--- src/rtl/neuron_mac.sv ---
// neuron_mac: windowed multiply-accumulate with bias add and hard-sigmoid activation,
// presented on a valid/ready output backed by a single-entry overwrite buffer.
module neuron_mac #(
    parameter int DATA_W   = 8,
    parameter int WEIGHT_W = 8,
    parameter int ACC_W    = 24,
    parameter int SHIFT    = 8,
    parameter int OUT_W    = 8
) (
    input  logic                clk,
    input  logic                rst,
    input  logic                sum_finish,
    input  logic [DATA_W-1:0]   din,
    input  logic [WEIGHT_W-1:0] win,
    input  logic [ACC_W-1:0]    bias,
    output logic [OUT_W-1:0]    out_data,
    output logic                out_valid,
    input  logic                out_ready,
    output logic                overrun
);
    localparam int PROD_W = DATA_W + WEIGHT_W;
    localparam int SUM_W  = ACC_W + 1;
    localparam int ACT_W  = ACC_W + 2;

    // stage P
    logic signed [PROD_W-1:0] din_x, win_x;
    logic [PROD_W-1:0]        prod_d, prod_q;
    logic                     fin_d, fin_q;

    // stage A
    logic [ACC_W-1:0]         prod_ext, acc_d, acc_q;
    logic [SUM_W-1:0]         sum_d, sum_q;
    logic                     sum_v_d, sum_v_q;
    logic                     first_d, first_q;

    // stage O
    logic signed [SUM_W-1:0]  sum_s, x_s;
    logic [ACT_W-1:0]         y_full;
    logic [OUT_W-1:0]         act_y;
    logic [OUT_W-1:0]         out_data_d, out_data_q;
    logic                     out_valid_d, out_valid_q;
    logic                     overrun_d, overrun_q;

    // Operands are widened to the product width so the multiply is exact.
    always_comb begin
        din_x  = {{WEIGHT_W{din[DATA_W-1]}}, din};
        win_x  = {{DATA_W{win[WEIGHT_W-1]}}, win};
        prod_d = din_x * win_x;
        fin_d  = sum_finish;
    end

    // The sample paired with sum_finish opens the next window, so it seeds acc.
    always_comb begin
        prod_ext = {{(ACC_W-PROD_W){prod_q[PROD_W-1]}}, prod_q};
        acc_d    = acc_q + prod_ext;
        sum_d    = sum_q;
        sum_v_d  = 1'b0;
        first_d  = first_q;
        if (fin_q) begin
            sum_d   = {acc_q[ACC_W-1], acc_q} + {bias[ACC_W-1], bias};
            acc_d   = prod_ext;
            sum_v_d = ~first_q;
            first_d = 1'b0;
        end
    end

    // Hard sigmoid: floor-shift, recentre at mid-scale, saturate to [0, 2^OUT_W-1].
    always_comb begin
        sum_s  = sum_q;
        x_s    = sum_s >>> SHIFT;
        y_full = {x_s[SUM_W-1], x_s} + ACT_W'(1 << (OUT_W-1));
        if (y_full[ACT_W-1])
            act_y = '0;
        else if (|y_full[ACT_W-2:OUT_W])
            act_y = '1;
        else
            act_y = y_full[OUT_W-1:0];
    end

    // Single-entry buffer; a fresh result always wins over an unconsumed one.
    always_comb begin
        out_data_d  = out_data_q;
        out_valid_d = out_valid_q;
        overrun_d   = overrun_q;
        if (sum_v_q) begin
            out_data_d  = act_y;
            out_valid_d = 1'b1;
            if (out_valid_q && !out_ready)
                overrun_d = 1'b1;
        end else if (out_valid_q && out_ready) begin
            out_valid_d = 1'b0;
        end
    end

    always_ff @(posedge clk) begin
        if (!rst) begin
            prod_q      <= '0;
            fin_q       <= 1'b0;
            acc_q       <= '0;
            sum_q       <= '0;
            sum_v_q     <= 1'b0;
            first_q     <= 1'b1;
            out_data_q  <= '0;
            out_valid_q <= 1'b0;
            overrun_q   <= 1'b0;
        end else begin
            prod_q      <= prod_d;
            fin_q       <= fin_d;
            acc_q       <= acc_d;
            sum_q       <= sum_d;
            sum_v_q     <= sum_v_d;
            first_q     <= first_d;
            out_data_q  <= out_data_d;
            out_valid_q <= out_valid_d;
            overrun_q   <= overrun_d;
        end
    end

    assign out_data  = out_data_q;
    assign out_valid = out_valid_q;
    assign overrun   = overrun_q;

endmodule

--- config.mk ---
export PLATFORM = sky130hd
export DESIGN_NAME = neuron_mac
export DESIGN_NICKNAME = d
export VERILOG_FILES = /design/src/rtl/neuron_mac.sv
export SDC_FILE = /design/constraint.sdc
export NUM_CORES = 1
export LEC_CHECK = 0
export CORE_MARGIN = 2
export CORE_UTILIZATION = 50
export CTS_BUF_LIST = sky130_fd_sc_hd__clkbuf_8
export CTS_CLUSTER_SIZE = 16
export DETAILED_ROUTE_END_ITERATION = 7
export PLACE_DENSITY_LB_ADDON = 0.15
export SETUP_SLACK_MARGIN = 0.4
export SLEW_MARGIN = 10
export SYNTH_ARGS = -nofsm -noshare
export SYNTH_HDL_FRONTEND = slang
export SYNTH_SLANG_ARGS = --single-unit
--- constraint.sdc ---
create_clock -name clk -period 12.2 [get_ports clk]
set_clock_uncertainty 0.2 [all_clocks]
set_input_delay 2.44 -clock clk [delete_from_list [all_inputs] [get_ports clk]]
set_output_delay 2.44 -clock clk [all_outputs]
set_load 0.03 [all_outputs]
==> run_1/pdn.png <==
The bar under the picture is 20 um long. Pins as bars on the die edge.
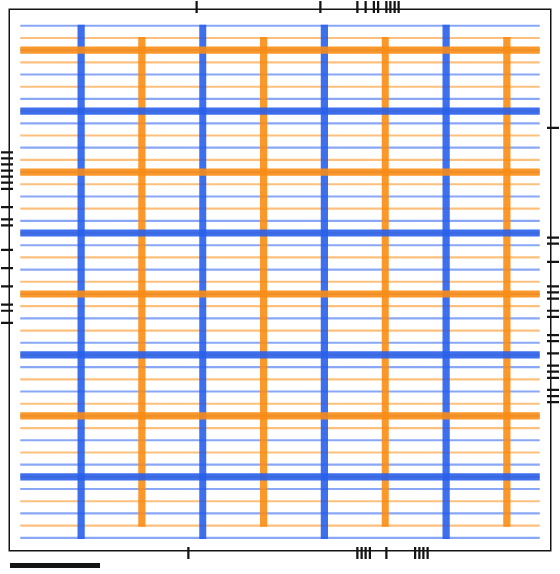
[VDD] orange
[VSS] blue
signal pins: 54
met5 straps: 8
Die Wd: 120 um
y dimension of the die: 120 um
Worst IR Drop VDD: 0.0000922 V
placeable core region: 0.0132 mm^2

==> run_1/cell_classes.png <==
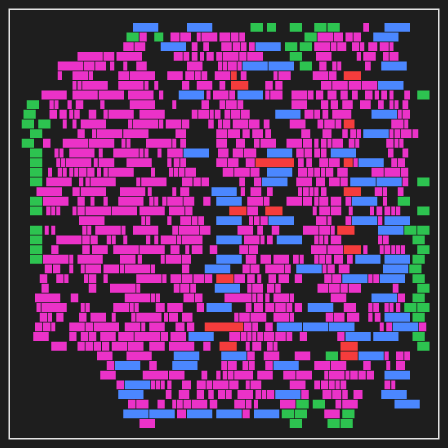
[all other logic] magenta | cells: 693 | share of their area: 71%
[flip-flops] blue | cells: 70 | share of their area: 19%
[clock drivers and dummy loads] red | cells: 16 | share of their area: 3.1%
[other buffers and delay cells] green | cells: 55 | share of their area: 7.3%
number of core rows: 42
sequential cell area share: 18.2%
final core utilization: 58.3%
finished layout cell area: 0.00772 mm^2

==> results.yml, run 1 <==
# yosys + openroad results
worst_setup_path:
  kind_of_end_point_of_the_critical_path: "register"
  required_ns: 12.25
  timing.critical_path.from_type: "input port"
  arrival_ns: 7.21
yosys:
  synthDominantAreaCellType: "sky130_fd_sc_hd__dfxtp_1"
  yosys_warnings: 0
  top_cell: "sky130_fd_sc_hd__nand2_1"
  syn-cell-area_mm2: 0.00678
  yosys-top-cells-area: "sky130_fd_sc_hd__dfxtp_1 21%, sky130_fd_sc_hd__fa_1 17%, sky130_fd_sc_hd__ha_1 14%"
  syn_nets: 956
  top_cells_by_count: "82 x sky130_fd_sc_hd__nand2_1, 77 x sky130_fd_sc_hd__inv_1, 76 x sky130_fd_sc_hd__ha_1"
  post_synth_inst_count: 780
outcome:
  outcome: "finished, final reports clean"
layout:
  post_route_cells_drive_above_1_share_pct: 4.08
  final_net_count: 1005
  mostFrequentLayoutCell: "sky130_fd_sc_hd__nand2_1"
cts:
  cts.reportedPaths.clkPinSlew_ns: 0.07
  cts_resized: 0
  clock_tree.htree_level_count: 3
drt:
  drtAntennaViolNets: 0
  detailedRoute.firstIterationViolations: 196
timing:
  postLayoutSetupSlackWorst_ns: 5.04
  worstMarginPinSlew_ns: 0.864
  maxSlewHeadroom_pct: 42.3
  unrepaired_setup_endpoints_after_global_routing: "false"
  hold_violations: 0
placed_design:
  place_worst_setup_slack_ns: 4.70
global_route:
  groute.usage.overall_pct: 20.1
  overflow: 0
  number_of_antenna_violations_at_the_first_check_in_global_routing: 0
pwr:
  power.total_mw: 1.55
die:
  io_pins: 54
flow_run:
  warning_count: 26
==> run_1/clock_map.png <==
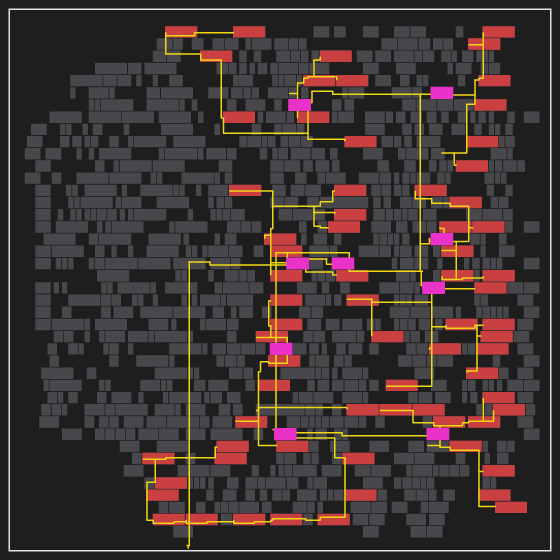
[flip-flops] red | count: 70
[cells driving clock nets] magenta | count: 9
[clock wires] yellow | length: 955 um
routed clock nets: 10
Clk. pwr: 0.216 mW
portion of total power attributed to the clock network: 14.0%
clk ins delay skew pair: 0.36 ns

-- run 1: metrics by stage --
stage / util [%] / hold WS [ns]
final: 58.3 / 0.228
after global routing: 58.3 / 0.244
after CTS: 58.3 / 0.226
after detailed placement: 56.5 / 0.215
after global placement: 56.5 / 0.206
after floorplan: - / 0.193
-- run 1: layout make-up --
type                            count  area [um^2]
Inverter                           77          289
Timing Repair Buffer               55          546
Sequential cell                    70         1400
Fill cell                        1241         5530
Clock inverter                      5         81.3
Tap cell                          176          220
Multi-Input combinational cell    616         5030
Clock buffer                       11          151
-- run 1: registers in the layout, summed over array words and instances, names as in the netlist --
signal,count
prod_q,16
first_q,1
out_valid,1
sum_q,17
acc_q,24
out_data,8
overrun,1
fin_q,1
sum_v_q,1
-- run 1: path summary, 6_finish.rpt --
check	start	endpoint	slack, ns	depth (start not counted)
max	win[4]	prod_q[15]$_SDFF_PN0_	5.04	15
min	first_q$_SDFFE_PN1P_	sum_v_q$_SDFF_PN0_	0.23	1
max reg2reg	acc_q[0]$_SDFF_PN0_	acc_q[22]$_SDFF_PN0_	9.17	11
min reg2reg	first_q$_SDFFE_PN1P_	sum_v_q$_SDFF_PN0_	0.23	1
-- run 1: layer usage --
layer	share of wire [%]	GRT usage [%]	vias up	routed length, um
met5	0	0	-	0
met2	48	35.2	93	6670
met4	1.7	5.96	0	233
met3	3.0	2.83	20	409
met1	47	25.9	2507	6480
li1	-	-	2756	-
-- run 1: cell families after synthesis --
| group | synth area share (%) |
|---|---|
| simple gates | 18.6 |
| compound gates | 17.7 |
| fa+ha+maj | 30.5 |
| buf+inv | 5.24 |
| flops | 20.7 |
| xor+xnor | 6.07 |
| mux | 1.18 |
-- run 1: worst max-delay path, stage by stage --
cell	delay [ns]
sky130_fd_sc_hd__clkdlybuf4s50_1	0.63
sky130_fd_sc_hd__nand2_1	0.13
sky130_fd_sc_hd__fa_1	0.47
sky130_fd_sc_hd__fa_1	0.58
sky130_fd_sc_hd__fa_1	0.44
sky130_fd_sc_hd__fa_1	0.54
sky130_fd_sc_hd__inv_1	0.04
sky130_fd_sc_hd__ha_1	0.33
sky130_fd_sc_hd__a21o_1	0.21
sky130_fd_sc_hd__a2111oi_0	0.48
sky130_fd_sc_hd__nor2_1	0.15
sky130_fd_sc_hd__o41ai_2	0.33
sky130_fd_sc_hd__o21ai_1	0.15
sky130_fd_sc_hd__xnor2_1	0.13
sky130_fd_sc_hd__and2_1	0.15
-- run 1: power breakdown --
part           total (mW)  internal (mW)  switching, mW
Clock               0.216          0.126         0.0898
Combinational       0.985          0.460          0.525
Sequential          0.346          0.295         0.0511
Total                1.55          0.882          0.666
==> run_1/metal_stack.png <==
The bar under the picture is 20 um long.
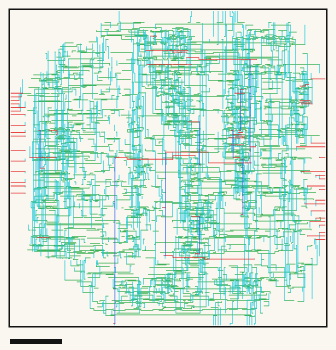

==> run 2, diff against run 1 <==
- clock period: 12.2 -> 6.9 ns (I/O delays scaled with it)
==> run_2/metal_stack.png <==
The bar under the picture is 20 um long.
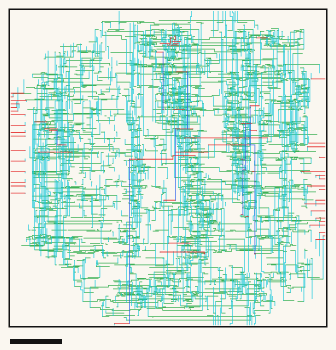
[met4] blue | wire length: 236 um
[met2] cyan | wire length: 6970 um
[met1] green | wire length: 6530 um
[met3] red | wire length: 355 um
all-layer global routing usage: 20.6%
mean routed wirelength per cell: 14.0 um
routed via count: 5356
wirelength, routed: 14.1 mm

==> run 2 against run 1 <==
Critical path depth did not move. Count of clock-buffer cells in the layout fell by 1. Design area rose by 0.18%. Register-to-register slack got worse by 5.3 ns. Clock power rose by 89%. Wire length rose by 2.2%. Area after synthesis did not move. Global-route usage rose by 0.44 points. Synthesized cell count did not move. Worst hold slack got worse by 0.0017 ns. Setup slack got worse by 4.2 ns. Final cell count did not move. Critical path type unchanged. Critical endpoint unchanged. Largest power group unchanged.
==> results.yml, run 2 <==
# yosys + openroad results
cts:
  postCtsHoldBufs: 0
  cts.reportedPaths.clkPinSlew_ns: 0.08
  cts_resized: 0
  clk_latency_ns: 0.36
  clock_tree.htree_level_count: 3
  clock_tree_from_tritoncts: "built"
yosys:
  syn-cell-area_mm2: 0.00678
  synthDominantAreaCellType: "sky130_fd_sc_hd__dfxtp_1"
  syn_nets: 956
  yosys-top-cells-area: "sky130_fd_sc_hd__dfxtp_1 21%, sky130_fd_sc_hd__fa_1 17%, sky130_fd_sc_hd__ha_1 14%"
  top_cell: "sky130_fd_sc_hd__nand2_1"
  top_cells_by_count: "82 x sky130_fd_sc_hd__nand2_1, 77 x sky130_fd_sc_hd__inv_1, 76 x sky130_fd_sc_hd__ha_1"
  post_synth_inst_count: 780
die:
  core_area_mm2: 0.0132
  chipWidth_um: 120
  dieHeight_um: 120
  io_pins: 54
  core.rowCount: 42
timing:
  final_period_minus_worst_setup_slack_ns: 6.05
  fin_hold_ws_ns: 0.226
  maxSlewHeadroom_pct: 43.9
  hold_violations: 0
  worstMarginPinSlew_ns: 0.840
  final-setup-viol-count: 0
  unrepaired_setup_endpoints_after_global_routing: "false"
worst_setup_path:
  arrival_ns: 6.10
  timing.critical_path.from_type: "input port"
  reg2reg_from: "acc_q[0]$_SDFF_PN0_"
  worst_r2r_path_depth: 11
  worst_setup_slack_for_register_to_register_paths_ns: 3.84
  required_ns: 6.95
  worst_r2r_endpoint: "acc_q[22]$_SDFF_PN0_"
  kind_of_end_point_of_the_critical_path: "register"
  setup.worst_path.end: "prod_q[15]$_SDFF_PN0_"
hold_path:
  cells_on_worst_hold_path: 1
drt:
  drtAntennaViolNets: 0
  detailedRoute.firstIterationViolations: 250
layout:
  mostFrequentLayoutCell: "sky130_fd_sc_hd__nand2_1"
  largestRegisters: "acc_q: 24 flops, sum_q: 17 flops, prod_q: 16 flops"
  post_route_cells_drive_above_1_share_pct: 4.08
  largest_reg_flops: 24
  final_net_count: 1005
  registers.top_by_ff_count: "acc_q"
outcome:
  outcome: "finished, final reports clean"
global_route:
  overflow: 0
  number_of_antenna_violations_at_the_first_check_in_global_routing: 0
pwr:
  power.density_mw_per_mm2: 359
  power.ir.vdd_worst_v: 0.000159
flow_run:
  warning_count: 26
==> run_2/final_congestion.png <==
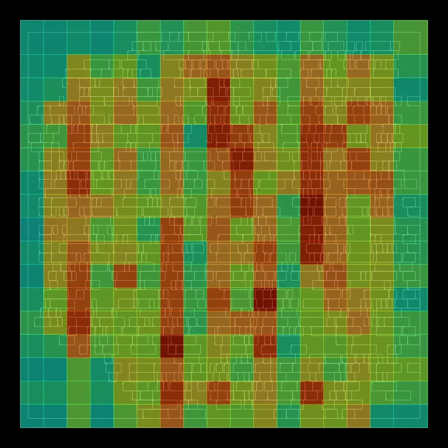
GRT Max-Usage Layer: met2
met1 capacity usage during global routing: 26.4%
final core utilization: 58.4%
met3 layer usage reported by global route: 1.75%
met2 Use GR: 36.0%

## run 2: cell counts after synthesis
Identical to the previous run, type by type.
## run 2: worst min path at each step
stage / to / slack, ns / startpoint
5_1_grt: sum_v_q$_SDFF_PN0_ / 0.24 / first_q$_SDFFE_PN1P_
2_1_floorplan: sum_v_q$_SDFF_PN0_ / 0.19 / first_q$_SDFFE_PN1P_
3_3_place_gp: sum_v_q$_SDFF_PN0_ / 0.21 / first_q$_SDFFE_PN1P_
4_1_cts: sum_v_q$_SDFF_PN0_ / 0.22 / first_q$_SDFFE_PN1P_
3_5_place_dp: sum_v_q$_SDFF_PN0_ / 0.21 / first_q$_SDFFE_PN1P_
6_report: sum_v_q$_SDFF_PN0_ / 0.23 / first_q$_SDFFE_PN1P_
## run 2: metal layers
layer | vias up | wire length, um
met5 | - | 0
met4 | 0 | 235
met3 | 20 | 354
met2 | 83 | 6970
met1 | 2501 | 6530
li1 | 2752 | -
## run 2: cells by family after synthesis
| logic type | after synthesis | share of synthesized area (%) |
|---|---|---|
| compound gates | 179 | 17.7 |
| xor+xnor | 47 | 6.07 |
| fa+ha+maj | 132 | 30.5 |
| buf+inv | 94 | 5.24 |
| flops | 70 | 20.7 |
| mux | 8 | 1.18 |
| simple gates | 250 | 18.6 |
## run 2: metrics by stage
stage | std cells | power [mW] | worst slack (ns) | area, um^2
3_5_place_dp | 994 | 2.38 | 0.483 | 7480
6_report | 1010 | 2.78 | 0.852 | 7730
5_1_grt | 1010 | 3.06 | 0.539 | 7730
2_1_floorplan | 780 | 2.03 | 1.47 | 6780
3_3_place_gp | 994 | 2.32 | 0.595 | 7480
4_1_cts | 1010 | 2.79 | 0.846 | 7730
## run 2: area by class of cell
| cell class | instances | area [um^2] |
|---|---|---|
| Clock buffer | 10 | 138 |
| Inverter | 77 | 289 |
| Timing Repair Buffer | 55 | 546 |
| Fill cell | 1237 | 5510 |
| Multi-Input combinational cell | 616 | 5030 |
| Tap cell | 176 | 220 |
| Clock inverter | 6 | 109 |
| Sequential cell | 70 | 1400 |
## run 2: worst max-delay path, cell delays in order
cell and delay, ns:
sky130_fd_sc_hd__clkdlybuf4s50_1 0.63, sky130_fd_sc_hd__nand2_1 0.13, sky130_fd_sc_hd__fa_1 0.47, sky130_fd_sc_hd__fa_1 0.58
sky130_fd_sc_hd__fa_1 0.44, sky130_fd_sc_hd__fa_1 0.54, sky130_fd_sc_hd__inv_1 0.04, sky130_fd_sc_hd__ha_1 0.33
sky130_fd_sc_hd__a21o_1 0.21, sky130_fd_sc_hd__a2111oi_0 0.44, sky130_fd_sc_hd__nor2_1 0.15, sky130_fd_sc_hd__o41ai_2 0.33
sky130_fd_sc_hd__o21ai_1 0.16, sky130_fd_sc_hd__xnor2_1 0.14, sky130_fd_sc_hd__and2_1 0.15
## run 2: report_power, final
part | switching [mW] | total [mW] | internal (mW)
registers | 0.0899 | 0.612 | 0.522
logic | 0.939 | 1.75 | 0.816
clock network | 0.159 | 0.409 | 0.249
==> run_2/cell_classes.png <==
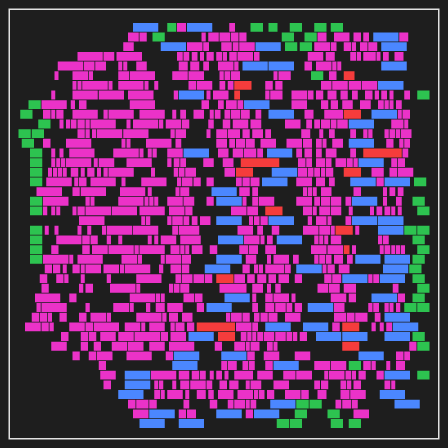

==> run 3, diff against run 2 <==
- clock period: 6.9 -> 5.25 ns (I/O delays scaled with it)
==> run_3/cell_classes.png <==
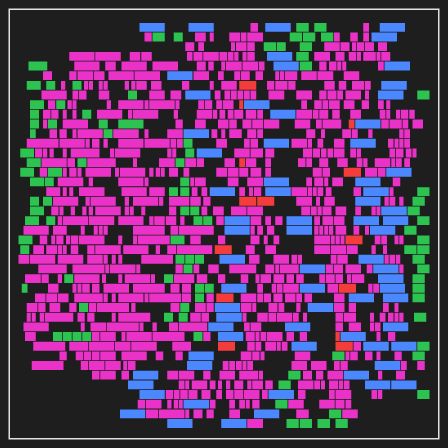
[flip-flops] blue | cells: 70 | share of their area: 17%
[clock drivers and dummy loads] red | cells: 14 | share of their area: 1.9%
[all other logic] magenta | cells: 693 | share of their area: 70%
[other buffers and delay cells] green | cells: 98 | share of their area: 11%
final core utilization: 62.4%
sequential cell area share: 16.9%
finished layout cell area: 0.00827 mm^2

==> run 3 against run 2 <==
Sequential power up 32%. Combinational power up 58%. Die area unchanged. Via count up 6.2%. Count of clock-buffer cells in the layout unchanged. Flip-flop count unchanged. Synthesized cell count unchanged. Wire length up 4.8%. Critical path type unchanged. Largest cell class unchanged.
==> results.yml, run 3 <==
# yosys + openroad results
outcome:
  outcome: "finished, final reports clean"
layout:
  register_area_mm2: 0.00140
  largest_reg_flops: 24
  final_net_count: 1048
  largestRegisters: "acc_q: 24 flops, sum_q: 17 flops, prod_q: 16 flops"
die:
  core.rowCount: 42
  io_pins: 54
  chipWidth_um: 120
cts:
  clk_latency_ns: 0.35
  postCtsHoldBufs: 0
  clock_tree_from_tritoncts: "built"
  clock_tree.htree_level_count: 3
drt:
  routed_via_count: 5689
  wl_per_cell_um: 14.1
  routed-wl-met2_mm: 7.59
  m1WireLength_mm: 6.45
  route.final.wire_length_mm: 14.8
  wl_met3_um: 455
timing:
  final-setup-viol-count: 0
  postLayoutSetupSlackWorst_ns: 0.416
  hold_violations: 0
  maxSlewHeadroom_pct: 52.8
  unrepaired_setup_endpoints_after_global_routing: "true"
worst_setup_path:
  worst_r2r_path_depth: 11
  crit_path_top_delay_cell: "sky130_fd_sc_hd__fa_1"
  critPathMaxStageDelay_ns: 0.56
  arrival_ns: 4.89
  worst_setup_slack_for_register_to_register_paths_ns: 2.20
global_route:
  number_of_antenna_violations_at_the_first_check_in_global_routing: 0
  overflow: 0
yosys:
  post_synth_main_logic_family: "adder cells"
  post_synth_ao_oa_area_fraction_pct: 17.7
  syn_nets: 956
  post_synth_inst_count: 780
  ys_sh_adder_pct: 30.5
  synthDominantAreaCellType: "sky130_fd_sc_hd__dfxtp_1"
pwr:
  power.total_mw: 3.93
  power.density_mw_per_mm2: 476
==> run_3/pdn.png <==
The bar under the picture is 20 um long. Pins as bars on the die edge.
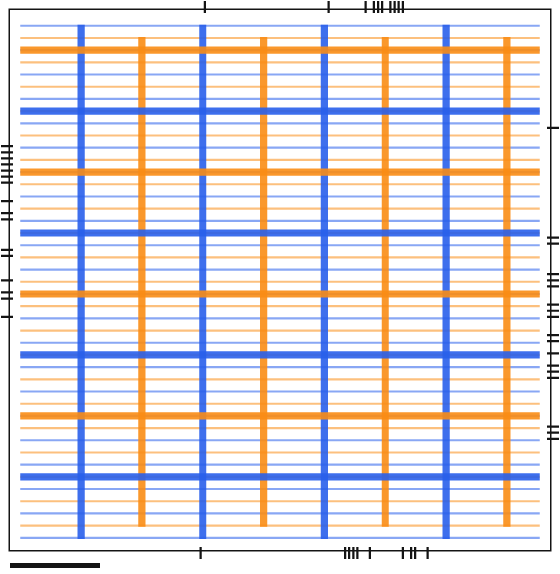
[VDD] orange
[VSS] blue
rows: 42
met1 rails: 43
Worst IR Drop VDD: 0.000244 V

run 3: where the power goes:
part	internal [mW]	switching [mW]	leakage, nW
Clock	0.174	0.190	0.0904
Sequential	0.686	0.121	0.576
Combinational	1.38	1.38	3.10
run 3: cell families after synthesis:
group                      count (synthesis)
xor gates and xnor gates                  47
buffers and inverters                     94
and+or+nand+nor                          250
adders and majority gates                132
muxes                                      8
DFF                                       70
AOI/OAI and AO/OA                        179
run 3: worst reg2reg max path: cells and delay by family (launching register included):
| kind | cells | cell delay, ns |
|---|---|---|
| DFF | 1 | 0.39 |
| buffers and inverters | 1 | 0.06 |
| adders and majority gates | 2 | 0.63 |
| AOI/OAI and AO/OA | 5 | 0.97 |
| and+or+nand+nor | 3 | 0.70 |
run 3: what timing repair did:
action / in CTS / in global routing
pin swaps: 22 / 36
endpoints found under the hold margin: 0 / 0
setup endpoints to repair: 7 / 4
gates resized: 99 / 43
buffers inserted: 2 / 5
run 3: final cells by class:
| type | instances | share of cell area (%) |
|---|---|---|
| multi-input cells | 616 | 64.2 |
| flip-flops and latches | 70 | 16.9 |
| repair buffers | 98 | 10.7 |
| inverters | 77 | 3.57 |
| well taps | 176 | 2.66 |
| clock buffers | 10 | 1.66 |
| clock inverters | 4 | 0.212 |
run 3: final timing paths:
path,end,start
setup / recovery,prod_q[15]$_SDFF_PN0_,win[7]
setup reg to reg,acc_q[22]$_SDFF_PN0_,acc_q[0]$_SDFF_PN0_
hold / removal,sum_v_q$_SDFF_PN0_,first_q$_SDFFE_PN1P_
hold reg to reg,sum_v_q$_SDFF_PN0_,first_q$_SDFFE_PN1P_
run 3: per-layer routing:
layer,up-vias,global-route usage [%]
li1,2846,-
met1,2697,25.6
met2,125,38.9
met3,21,1.32
met4,0,7.12
met5,-,0
run 3: through the flow:
| stage | TNS (ns) | cells |
|---|---|---|
| 3_5_place_dp | -1.94 | 1030 |
| 6_report | 0 | 1051 |
| 3_3_place_gp | -1.52 | 1030 |
| 5_1_grt | 0 | 1051 |
| 2_1_floorplan | 0 | 780 |
| 4_1_cts | 0 | 1046 |
Power figures rest on the tool's default switching activity, not on a simulated workload.
